[src/rtl/ser_pkg.sv]
// ser_pkg: shared definitions for the serial transmit scheduler.
//   state_t       - scheduler FSM encoding (idle / shifting / inter-word gap)
//   DEF_WORD_SIZE - default word width, matching the usual Ser2Par instance
//   clog2()       - constant ceil(log2(n)) used to size index/counter fields
package ser_pkg;

  typedef enum logic [1:0] {
    ST_IDLE  = 2'd0,
    ST_SHIFT = 2'd1,
    ST_GAP   = 2'd2
  } state_t;

  localparam int DEF_WORD_SIZE = 8;

  function automatic int clog2(input int n);
    int r;
    r = 0;
    while ((1 << r) < n) r++;
    return r;
  endfunction

endpackage

[src/rtl/rr_arbiter.sv]
// rr_arbiter: combinational round-robin pick.
//   req   - request vector
//   ptr   - index of the highest-priority requester this round
//   gnt   - one-hot grant (first set req at or after ptr, wrapping)
//   idx   - binary index of the granted requester
//   any   - at least one request is pending
module rr_arbiter
  import ser_pkg::*;
#(
  parameter int NUM_REQ = 4,
  localparam int IDW = (clog2(NUM_REQ) < 1) ? 1 : clog2(NUM_REQ)
) (
  input  logic [NUM_REQ-1:0] req,
  input  logic [IDW-1:0]     ptr,
  output logic [NUM_REQ-1:0] gnt,
  output logic [IDW-1:0]     idx,
  output logic               any
);

  logic [IDW-1:0] j;

  // Walk the ring starting at ptr; the wrap is explicit so NUM_REQ need not
  // be a power of two.
  always_comb begin
    gnt = '0;
    idx = '0;
    any = 1'b0;
    j   = ptr;
    for (int off = 0; off < NUM_REQ; off++) begin
      if (!any && req[j]) begin
        any    = 1'b1;
        gnt[j] = 1'b1;
        idx    = j;
      end
      j = (j == IDW'(NUM_REQ - 1)) ? '0 : j + 1'b1;
    end
  end

endmodule

[src/rtl/ser_tx_sched.sv]
// ser_tx_sched: round-robin scheduler sharing one serial link (feeding a
// Ser2Par deserializer) among NUM_REQ parallel-word requesters.
//   clk        - system clock
//   reset      - asynchronous active-low reset
//   req        - per-requester request level, held until ack
//   req_data   - requester i word at [i*WORD_SIZE +: WORD_SIZE]
//   ack        - one-cycle pulse: requester i word captured
//   serial_out - serial bit, MSB first (to Ser2Par serial_in)
//   lsb_out    - high with the final bit (to Ser2Par lsb_in)
//   busy       - high from grant through the last gap cycle
//   active_id  - owner of the word in flight; holds when idle
module ser_tx_sched
  import ser_pkg::*;
#(
  parameter int WORD_SIZE  = DEF_WORD_SIZE,
  parameter int NUM_REQ    = 4,
  parameter int GAP_CYCLES = 0,
  localparam int IDW = (clog2(NUM_REQ) < 1) ? 1 : clog2(NUM_REQ)
) (
  input  logic                           clk,
  input  logic                           reset,
  input  logic [NUM_REQ-1:0]             req,
  input  logic [NUM_REQ*WORD_SIZE-1:0]   req_data,
  output logic [NUM_REQ-1:0]             ack,
  output logic                           serial_out,
  output logic                           lsb_out,
  output logic                           busy,
  output logic [IDW-1:0]                 active_id
);

  localparam int CW = clog2(WORD_SIZE);
  localparam int GW = (GAP_CYCLES > 1) ? clog2(GAP_CYCLES) : 1;

  state_t                 state;
  logic [IDW-1:0]         ptr;
  logic [CW-1:0]          cnt;
  logic [GW-1:0]          gcnt;
  logic [WORD_SIZE-1:0]   sreg;
  logic [NUM_REQ-1:0]     gnt;
  logic [IDW-1:0]         gidx;
  logic                   gany;
  logic [WORD_SIZE-1:0]   gword;

  rr_arbiter #(.NUM_REQ(NUM_REQ)) u_arb (
    .req (req),
    .ptr (ptr),
    .gnt (gnt),
    .idx (gidx),
    .any (gany)
  );

  // One-hot grant selects the captured word.
  always_comb begin
    gword = '0;
    for (int i = 0; i < NUM_REQ; i++) begin
      if (gnt[i]) gword = gword | req_data[i*WORD_SIZE +: WORD_SIZE];
    end
  end

  // Shift register holds the bits still to be sent; the MSB goes straight to
  // serial_out at the grant edge, so the register is preloaded already
  // shifted by one. Pure datapath, so it carries no reset.
  always_ff @(posedge clk) begin
    if (state == ST_IDLE && gany) sreg <= gword << 1;
    else if (state == ST_SHIFT)   sreg <= sreg << 1;
  end

  // ---- control FSM: grant, bit count, gap, registered link outputs ----
  always_ff @(posedge clk or negedge reset) begin
    if (!reset) begin
      state      <= ST_IDLE;
      ptr        <= '0;
      cnt        <= '0;
      gcnt       <= '0;
      ack        <= '0;
      serial_out <= 1'b0;
      lsb_out    <= 1'b0;
      busy       <= 1'b0;
      active_id  <= '0;
    end else begin
      ack <= '0;
      case (state)
        ST_IDLE: begin
          serial_out <= 1'b0;
          lsb_out    <= 1'b0;
          if (gany) begin
            ack        <= gnt;
            active_id  <= gidx;
            busy       <= 1'b1;
            serial_out <= gword[WORD_SIZE-1];
            cnt        <= '0;
            ptr        <= (gidx == IDW'(NUM_REQ - 1)) ? '0 : gidx + 1'b1;
            state      <= ST_SHIFT;
          end
        end
        ST_SHIFT: begin
          if (cnt != CW'(WORD_SIZE - 1)) begin
            cnt        <= cnt + 1'b1;
            serial_out <= sreg[WORD_SIZE-1];
            // Edge that drives bit 0 also raises lsb_out for that one cycle.
            lsb_out    <= (cnt == CW'(WORD_SIZE - 2));
          end else begin
            serial_out <= 1'b0;
            lsb_out    <= 1'b0;
            gcnt       <= '0;
            if (GAP_CYCLES > 0) begin
              state <= ST_GAP;
            end else begin
              state <= ST_IDLE;
              busy  <= 1'b0;
            end
          end
        end
        ST_GAP: begin
          if (int'(gcnt) >= GAP_CYCLES - 1) begin
            state <= ST_IDLE;
            busy  <= 1'b0;
          end else begin
            gcnt <= gcnt + 1'b1;
          end
        end
        default: state <= ST_IDLE;
      endcase
    end
  end

endmodule

[config.mk]
export PLATFORM = sky130hd
export DESIGN_NAME = ser_tx_sched
export DESIGN_NICKNAME = d
export VERILOG_FILES = /design/src/rtl/ser_pkg.sv /design/src/rtl/rr_arbiter.sv /design/src/rtl/ser_tx_sched.sv
export SDC_FILE = /design/constraint.sdc
export NUM_CORES = 1
export LEC_CHECK = 0
export CAP_MARGIN = 20
export CORE_ASPECT_RATIO = 0.7
export CORE_MARGIN = 10
export CORE_UTILIZATION = 51
export DETAILED_ROUTE_END_ITERATION = 8
export GPL_TIMING_DRIVEN = 0
export HOLD_SLACK_MARGIN = 0.03
export PLACE_DENSITY = 0.85
export SETUP_SLACK_MARGIN = 0.2
export SLEW_MARGIN = 20
export SYNTH_ARGS = -nofsm -noshare
export SYNTH_HDL_FRONTEND = slang
export SYNTH_SLANG_ARGS = --single-unit
[constraint.sdc]
create_clock -name clk -period 7.5 [get_ports clk]
set_input_delay 2.25 -clock clk [delete_from_list [all_inputs] [get_ports clk]]
set_output_delay 2.25 -clock clk [all_outputs]
set_load 0.01 [all_outputs]
### Wires at chosen ports, followed through buffers

Scale: 3 px per um.
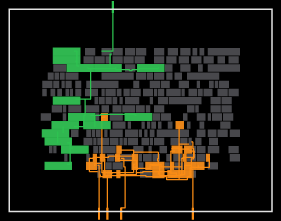
legend:
  green:
    port: `reset`
    direction: input
    end_cells: 14
    wire: 118 um
  orange:
    port: `req`
    direction: input
    end_cells: 24
    wire: 329 um

### Cell area per tile

Scale: 4 px per um. 9 x 7 tiles, from dark blue (low) to red (high), 0 to 100% covered.
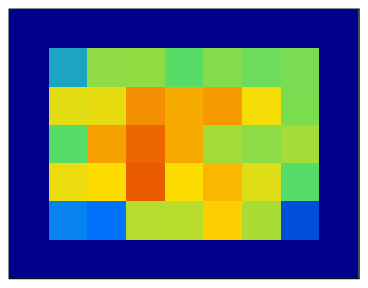
fullest tile: 90%
tiles over 75% full: 14%
mean over tiles: 36%

==> run_results.csv <==
group,metric,value,unit
status,outcome,"complete, no violations",
final_layout,clockBufferCount,3,
global_route,groute.layer.met2.usage,29.01,%
power_and_ir_drop,p_per_area,445.2,nW/um2
yosys,edf_count,7,
final_layout,diodes,0,
floorplanning,tapCellCount,36,
yosys,flop_cell,"dfrtp_1",
yosys,numSynthFlops,21,
clock_network,clock-sinks,21,
placement,dp_hpwl,4091,um
setup_path,crit_buf_inv,2,
setup_path,crit_fanout,10,
global_route,busiest_layer,"met2",
global_route,antenna_found_initial,0,
setup_path,cp_slowest_cell,"clkdlybuf4s50_1",
setup_path,worst-r2r-setup-slack,3.68,ns
final_layout,seq_area_share,26.34,%
yosys,synth_cells,178,
yosys,simple_gate_share,17.38,%
setup_path,cp_num_cells,9,
yosys,ys_cells,178,
floorplanning,die_area,5827,um2
final_layout,syn_to_final_growth,32.58,%
drt,wl,5135,um
setup_path,crit_family,"AND-OR/OR-AND gates",
placement,portBuffers,43,
drt,drt_iter0_markers,233,
floorplanning,row_count,16,
worst_hold_path,hold_path.startpoint,"sreg[7]",
setup_path,reg2reg_from,"ptr[0]",
yosys,yosysUniqueCellTypes,49,
drt,via_per_inst,6.352,
timing,setup_violations,0,
power_and_ir_drop,power-top-group,"combinational logic",
timing,tns,0,ns
final_layout,inv_count,7,
global_route,groute.layer.met3.usage,4.982,%
placement,post_dp_cell_area,2081,um2
final_layout,nets,273,
global_route,grt_first_pass_wirelength,8059,um
final_layout,clockNetworkAreaShare,2.234,%
job,drv_cap,0,
job,warning_count,32,
floorplanning,initial_core_util,55.30,%
final_layout,n_all_buffers,58,
setup_path,start_kind,"input port",
clock_network,path_clk_slew,0.08,ns
drt,final_antenna_net_count,0,
placement,dp_cells,257,
timing,worst_slew_pin_slew,0.6134,ns
final_layout,bufAreaShareNonClock,23.99,%
setup_path,cp_common_cell,"mux2_2",
### Track usage over the die

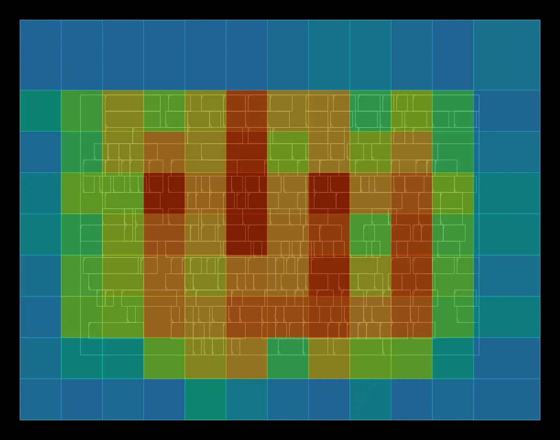
fin util: 73.32%
GRT Total Usage: 17.27%

[sequential cells by signal, indices dropped and copies added (netlist names)]
| register | count |
|---|---|
| cnt | 3 |
| ptr | 2 |
| sreg | 7 |
| ack | 4 |
| lsb_out | 1 |
| state | 1 |
| serial_out | 1 |
| active_id | 2 |
[cells in the final DEF (no fill, tap or decap), types with 2 or more instances in the layout]
cell type / count
a21o_1: 4
a21oi_1: 11
a221o_1: 4
a221oi_1: 4
a222oi_1: 6
a22o_1: 4
a22oi_1: 3
a31oi_1: 3
and2_1: 4
and3_1: 4
buf_2: 4
buf_6: 2
clkbuf_1: 8
clkbuf_8: 3
clkdlybuf4s50_1: 43
dfrtp_1: 14
edfxtp_1: 7
ha_1: 9
inv_1: 7
mux2_2: 3
nand2_1: 16
nand2b_1: 2
nand3_1: 3
nand3b_1: 2
nor2_1: 15
nor2b_1: 2
nor3_1: 4
o21a_1: 2
o21ai_0: 9
[metal layers]
| layer | vias up | part of all wire [%] |
|---|---|---|
| li1 | 764 | - |
| met5 | - | 0 |
| met3 | 6 | 9.1 |
| met1 | 804 | 41 |
| met4 | 0 | 1.1 |
| met2 | 84 | 49 |
[Yosys cell counts, drive strengths merged (5+ instances only)]
| library cell | number | area [um2] |
|---|---|---|
| nor2 | 15 | 56.30 |
| clkbuf | 8 | 30.03 |
| a21oi | 11 | 55.05 |
| nand2 | 16 | 60.06 |
| o21ai | 10 | 50.04 |
| inv | 7 | 26.28 |
| edfxtp | 7 | 210.2 |
| and2 | 5 | 33.78 |
| a222oi | 6 | 60.06 |
| dfrtp | 14 | 350.3 |
| buf | 7 | 50.05 |
| ha | 9 | 112.6 |
[tightest hold or removal path, delay by kind of cell, from the launching register on]
family / cells / cell delay [ns]
compound gates: 2 / 0.14
flops: 1 / 0.34
Power is estimated from default activity; no workload was simulated.
